## src/rtl/ir_pkg.sv

```systemverilog
// Shared constants, FSM state encodings and channel map for the IR sensor sequencer.
package ir_pkg;

    localparam int unsigned NUM_IR = 8;
    localparam int unsigned IR_W   = 12;

    localparam logic [2:0] StIdle   = 3'd0;
    localparam logic [2:0] StSettle = 3'd1;
    localparam logic [2:0] StConv   = 3'd2;
    localparam logic [2:0] StWait   = 3'd3;
    localparam logic [2:0] StDone   = 3'd4;

    // Conversion index -> A2D channel; idx 0..3 = R0..R3, 4..7 = L0..L3.
    localparam logic [NUM_IR*3-1:0] CHNL_MAP =
        {3'd6, 3'd5, 3'd7, 3'd3, 3'd2, 3'd4, 3'd0, 3'd1};

    function automatic logic [2:0] chnl_map(input logic [2:0] idx);
        return CHNL_MAP[int'(idx)*3 +: 3];
    endfunction

endpackage

```

## src/rtl/ir_sense_sm.sv

```systemverilog
// Frame sequencer: frame timer, emitter settle, eight A2D handshakes with timeout.
module ir_sense_sm
    import ir_pkg::*;
#(
    parameter int unsigned FRAME_CYCLES   = 1000000,
    parameter int unsigned SETTLE_CYCLES  = 4096,
    parameter int unsigned TIMEOUT_CYCLES = 1024
) (
    input  logic       clk,
    input  logic       rst,
    input  logic       en,
    input  logic       cnv_cmplt,
    output logic       strt_cnv,
    output logic [2:0] chnnl,
    output logic       ir_en,
    output logic       ir_vld,
    output logic       capture,
    output logic [2:0] idx,
    output logic       last,
    output logic       abort
);

    localparam int unsigned FW = $clog2(FRAME_CYCLES + 1);
    localparam int unsigned SW = $clog2(SETTLE_CYCLES + 1);
    localparam int unsigned TW = $clog2(TIMEOUT_CYCLES + 1);

    localparam logic [FW-1:0] FrameMax   = FW'(FRAME_CYCLES);
    localparam logic [SW-1:0] SettleLast = SW'(SETTLE_CYCLES - 1);
    localparam logic [TW-1:0] TmoLast    = TW'(TIMEOUT_CYCLES - 1);

    logic [2:0]    state_q, state_d;
    logic [2:0]    idx_q, idx_d;
    logic [SW-1:0] settle_q, settle_d;
    logic [TW-1:0] tmo_q, tmo_d;
    logic [FW-1:0] frame_q, frame_d;
    logic          first_q, first_d;
    logic          start;

    // The first frame after reset does not wait for the frame timer.
    assign start = (state_q == StIdle) && en && (first_q || (frame_q == FrameMax));

    always_comb begin
        frame_d = frame_q;
        if (start) begin
            frame_d = FW'(1);
        end else if (en && (frame_q != FrameMax)) begin
            frame_d = frame_q + 1'b1;
        end
    end

    always_comb begin
        state_d  = state_q;
        idx_d    = idx_q;
        settle_d = settle_q;
        tmo_d    = tmo_q;
        first_d  = first_q;
        capture  = 1'b0;
        last     = 1'b0;
        abort    = 1'b0;
        case (state_q)
            StIdle: begin
                if (start) begin
                    state_d  = StSettle;
                    settle_d = '0;
                    first_d  = 1'b0;
                end
            end
            StSettle: begin
                if (settle_q == SettleLast) begin
                    state_d = StConv;
                    idx_d   = '0;
                end else begin
                    settle_d = settle_q + 1'b1;
                end
            end
            StConv: begin
                tmo_d   = '0;
                state_d = StWait;
            end
            StWait: begin
                // A completion in the timeout's final cycle still wins.
                if (cnv_cmplt) begin
                    capture = 1'b1;
                    if (idx_q == 3'd7) begin
                        last    = 1'b1;
                        state_d = StDone;
                    end else begin
                        idx_d   = idx_q + 1'b1;
                        state_d = StConv;
                    end
                end else if (tmo_q == TmoLast) begin
                    abort   = 1'b1;
                    state_d = StIdle;
                end else begin
                    tmo_d = tmo_q + 1'b1;
                end
            end
            StDone: begin
                state_d = StIdle;
            end
            default: begin
                state_d = StIdle;
            end
        endcase
    end

    always_ff @(posedge clk) begin
        if (rst) begin
            state_q  <= StIdle;
            idx_q    <= '0;
            settle_q <= '0;
            tmo_q    <= '0;
            frame_q  <= '0;
            first_q  <= 1'b1;
        end else begin
            state_q  <= state_d;
            idx_q    <= idx_d;
            settle_q <= settle_d;
            tmo_q    <= tmo_d;
            frame_q  <= frame_d;
            first_q  <= first_d;
        end
    end

    assign strt_cnv = (state_q == StConv);
    assign ir_en    = (state_q == StSettle) || (state_q == StConv) || (state_q == StWait);
    assign ir_vld   = (state_q == StDone);
    assign chnnl    = ((state_q == StConv) || (state_q == StWait)) ? chnl_map(idx_q) : 3'd0;
    assign idx      = idx_q;

endmodule

```

## src/rtl/ir_sense_seq.sv

```systemverilog
// IR sensor bus producer: staging and frame-atomic output registers around the sequencer.
module ir_sense_seq
    import ir_pkg::*;
#(
    parameter int unsigned FRAME_CYCLES   = 1000000,
    parameter int unsigned SETTLE_CYCLES  = 4096,
    parameter int unsigned TIMEOUT_CYCLES = 1024
) (
    input  logic            clk,
    input  logic            rst,
    input  logic            en,
    output logic            strt_cnv,
    output logic [2:0]      chnnl,
    input  logic            cnv_cmplt,
    input  logic [IR_W-1:0] res,
    output logic            IR_en,
    output logic [IR_W-1:0] IR_R0,
    output logic [IR_W-1:0] IR_R1,
    output logic [IR_W-1:0] IR_R2,
    output logic [IR_W-1:0] IR_R3,
    output logic [IR_W-1:0] IR_L0,
    output logic [IR_W-1:0] IR_L1,
    output logic [IR_W-1:0] IR_L2,
    output logic [IR_W-1:0] IR_L3,
    output logic            IR_vld,
    output logic            a2d_err
);

    logic            capture;
    logic            last;
    logic            abort;
    logic [2:0]      idx;
    logic [IR_W-1:0] staging_q [NUM_IR];
    logic [IR_W-1:0] ir_q      [NUM_IR];
    logic            err_q;

    ir_sense_sm #(
        .FRAME_CYCLES  (FRAME_CYCLES),
        .SETTLE_CYCLES (SETTLE_CYCLES),
        .TIMEOUT_CYCLES(TIMEOUT_CYCLES)
    ) u_sm (
        .clk      (clk),
        .rst      (rst),
        .en       (en),
        .cnv_cmplt(cnv_cmplt),
        .strt_cnv (strt_cnv),
        .chnnl    (chnnl),
        .ir_en    (IR_en),
        .ir_vld   (IR_vld),
        .capture  (capture),
        .idx      (idx),
        .last     (last),
        .abort    (abort)
    );

    always_ff @(posedge clk) begin
        if (rst) begin
            for (int i = 0; i < NUM_IR; i++) begin
                staging_q[i] <= '0;
            end
        end else if (capture) begin
            staging_q[idx] <= res;
        end
    end

    // L3 bypasses staging so the whole frame lands on the IR_vld cycle.
    always_ff @(posedge clk) begin
        if (rst) begin
            for (int i = 0; i < NUM_IR; i++) begin
                ir_q[i] <= '0;
            end
        end else if (last) begin
            for (int i = 0; i < NUM_IR - 1; i++) begin
                ir_q[i] <= staging_q[i];
            end
            ir_q[NUM_IR-1] <= res;
        end
    end

    always_ff @(posedge clk) begin
        if (rst) begin
            err_q <= 1'b0;
        end else if (abort) begin
            err_q <= 1'b1;
        end else if (last) begin
            err_q <= 1'b0;
        end
    end

    assign IR_R0   = ir_q[0];
    assign IR_R1   = ir_q[1];
    assign IR_R2   = ir_q[2];
    assign IR_R3   = ir_q[3];
    assign IR_L0   = ir_q[4];
    assign IR_L1   = ir_q[5];
    assign IR_L2   = ir_q[6];
    assign IR_L3   = ir_q[7];
    assign a2d_err = err_q;

endmodule

```

## config.mk

```make
export PLATFORM = sky130hd
export DESIGN_NAME = ir_sense_seq
export DESIGN_NICKNAME = d
export VERILOG_FILES = /design/src/rtl/ir_pkg.sv /design/src/rtl/ir_sense_sm.sv /design/src/rtl/ir_sense_seq.sv
export SDC_FILE = /design/constraint.sdc
export NUM_CORES = 1
export LEC_CHECK = 0
export CAP_MARGIN = 25
export CORE_MARGIN = 3
export CORE_UTILIZATION = 45
export DETAILED_ROUTE_END_ITERATION = 8
export GPL_ROUTABILITY_DRIVEN = 0
export GPL_TIMING_DRIVEN = 0
export PLACE_DENSITY = 0.75
export SETUP_SLACK_MARGIN = 0.3
export SYNTH_ARGS = -nofsm -noshare
export SYNTH_HDL_FRONTEND = slang
export SYNTH_SLANG_ARGS = --single-unit
```

## constraint.sdc

```tcl
create_clock -name clk -period 14.5 [get_ports clk]
set_clock_uncertainty 0.15 [all_clocks]
set_input_delay 4.35 -clock clk [delete_from_list [all_inputs] [get_ports clk]]
set_output_delay 4.35 -clock clk [all_outputs]
set_load 0.01 [all_outputs]
```

**Cell classes on the final placement**

Drawn at 2 px/um.
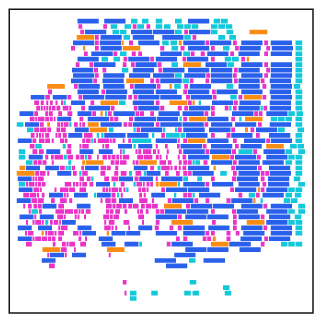
[other buffers and delay cells] cyan | cells: 165 | share of their area: 13%
[all other logic] magenta | cells: 465 | share of their area: 25%
[clock drivers and dummy loads] orange | cells: 44 | share of their area: 6.3%
[flops] blue | cells: 232 | share of their area: 56%

**Sequential cells grouped by signal name**

Drawn at 2 px/um.
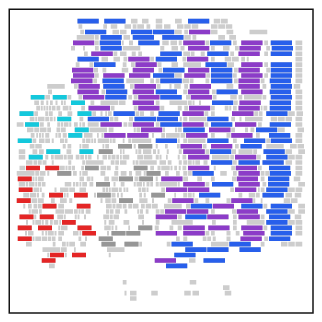
[u_sm.settle_q] cyan | flops: 13
[ir_q] blue | flops: 96
[u_sm.frame_q] red | flops: 20
[staging_q] purple | flops: 84
not colored: 19

**Cell outlines without signal wires**

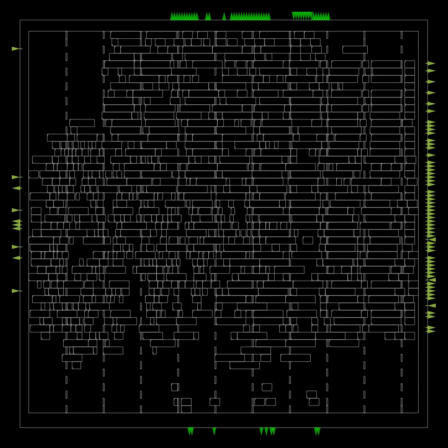
FFs & Latches: 232
sequential share of cell area: 0.545
utilization after layout: 0.579
std cell rows: 52

[cells by family after synthesis]
family,count (synthesis)
AND-OR/OR-AND,73
XOR/XNOR,24
adder cells (fa/ha/maj),7
buffers and inverters,50
flip-flops,232
multiplexers,4
AND/OR/NAND/NOR,347
[how the worst min path moves through the flow]
stage	slack, ns	end	cells past startpoint
final	0.32	u_sm.tmo_q[10]	2
after global routing	0.35	u_sm.tmo_q[10]	2
after CTS	0.32	u_sm.settle_q[12]	2
after detailed placement	0.31	u_sm.tmo_q[10]	2
after global placement	0.30	u_sm.tmo_q[10]	2
after floorplan	0.29	u_sm.tmo_q[10]	2
==> deck_impl_summary.md <==
Synthesis and Place & Route Summary

Layout
  • Layout fillers: 1619
  • Final net count: 911
  • Layout-stage area growth over the synthesis result: 24.8%
  • Clock buf/inv share: 0.0615
  • Fraction of layout instances using a drive strength above 1: 0.0684
  • Largest contributor to cell area by class: sequential cells
  • Largest reg by FF count: ir_q
  • Largest registers: ir_q: 96 flops, staging_q: 84 flops, u_sm.frame_q: 20 flops

Synth
  • Netlist cell types: 53
  • Simple-gate area share of the yosys netlist: 0.212
  • Count of mapped cells out of synthesis: 737
  • Post-synthesis instance area: 9470 um2
  • Synth warnings: 0
  • Synthesized chip area reported by yosys: 9470 um2
  • Avg Synthesized Cell Area: 12.8 um2
  • Area leader, netlist: sky130_fd_sc_hd__edfxtp_1
  • Proportion of register bits with asynchronous set or reset after synthesis: 0
  • AO/OA Area Share: 0.0505
  • Top logic cell family in the synthesized netlist: simple AND/OR/NAND/NOR gates

Clocking
  • CTS sink cnt: 232

GRT
  • Global route total overflow: 0
  • Met1 track demand over resource in global routing: 0.233
  • Most used routing layer: met2

Power
  • Post-layout power: 1.39 mW
  • Clk pwr share: 0.408
  • Power density over cell area: 118 nW/um2

Flow run
  • Number of warning messages in the logs: 28
  • Total of max-cap violations: 0

Worst setup path
  • Cell repeated most along the worst path: sky130_fd_sc_hd__clkbuf_1
  • Signal arrival time at the worst endpoint: 2.54 ns
  • Required time of the critical path: 10.00 ns
  • Chain of cells forming the critical path: clkbuf_1, clkbuf_1, nor2_1, and2_1, clkdlybuf4s50_1

Status
  • Run status: complete, no violations

Die
  • Core Region: 20400 um2
  • Die W: 151 um

Timing
  • Minimum clock period after layout: 7.04 ns

Hold path
  • Beginning of the worst hold path: u_sm.tmo_q[10]
  • Min-Delay Path Class: flip-flop to flip-flop

Place
  • Buffers on Ports: 117

Routing
  • Detailed-router iteration count before antenna repair: 7
Power is estimated from default activity; no workload was simulated.
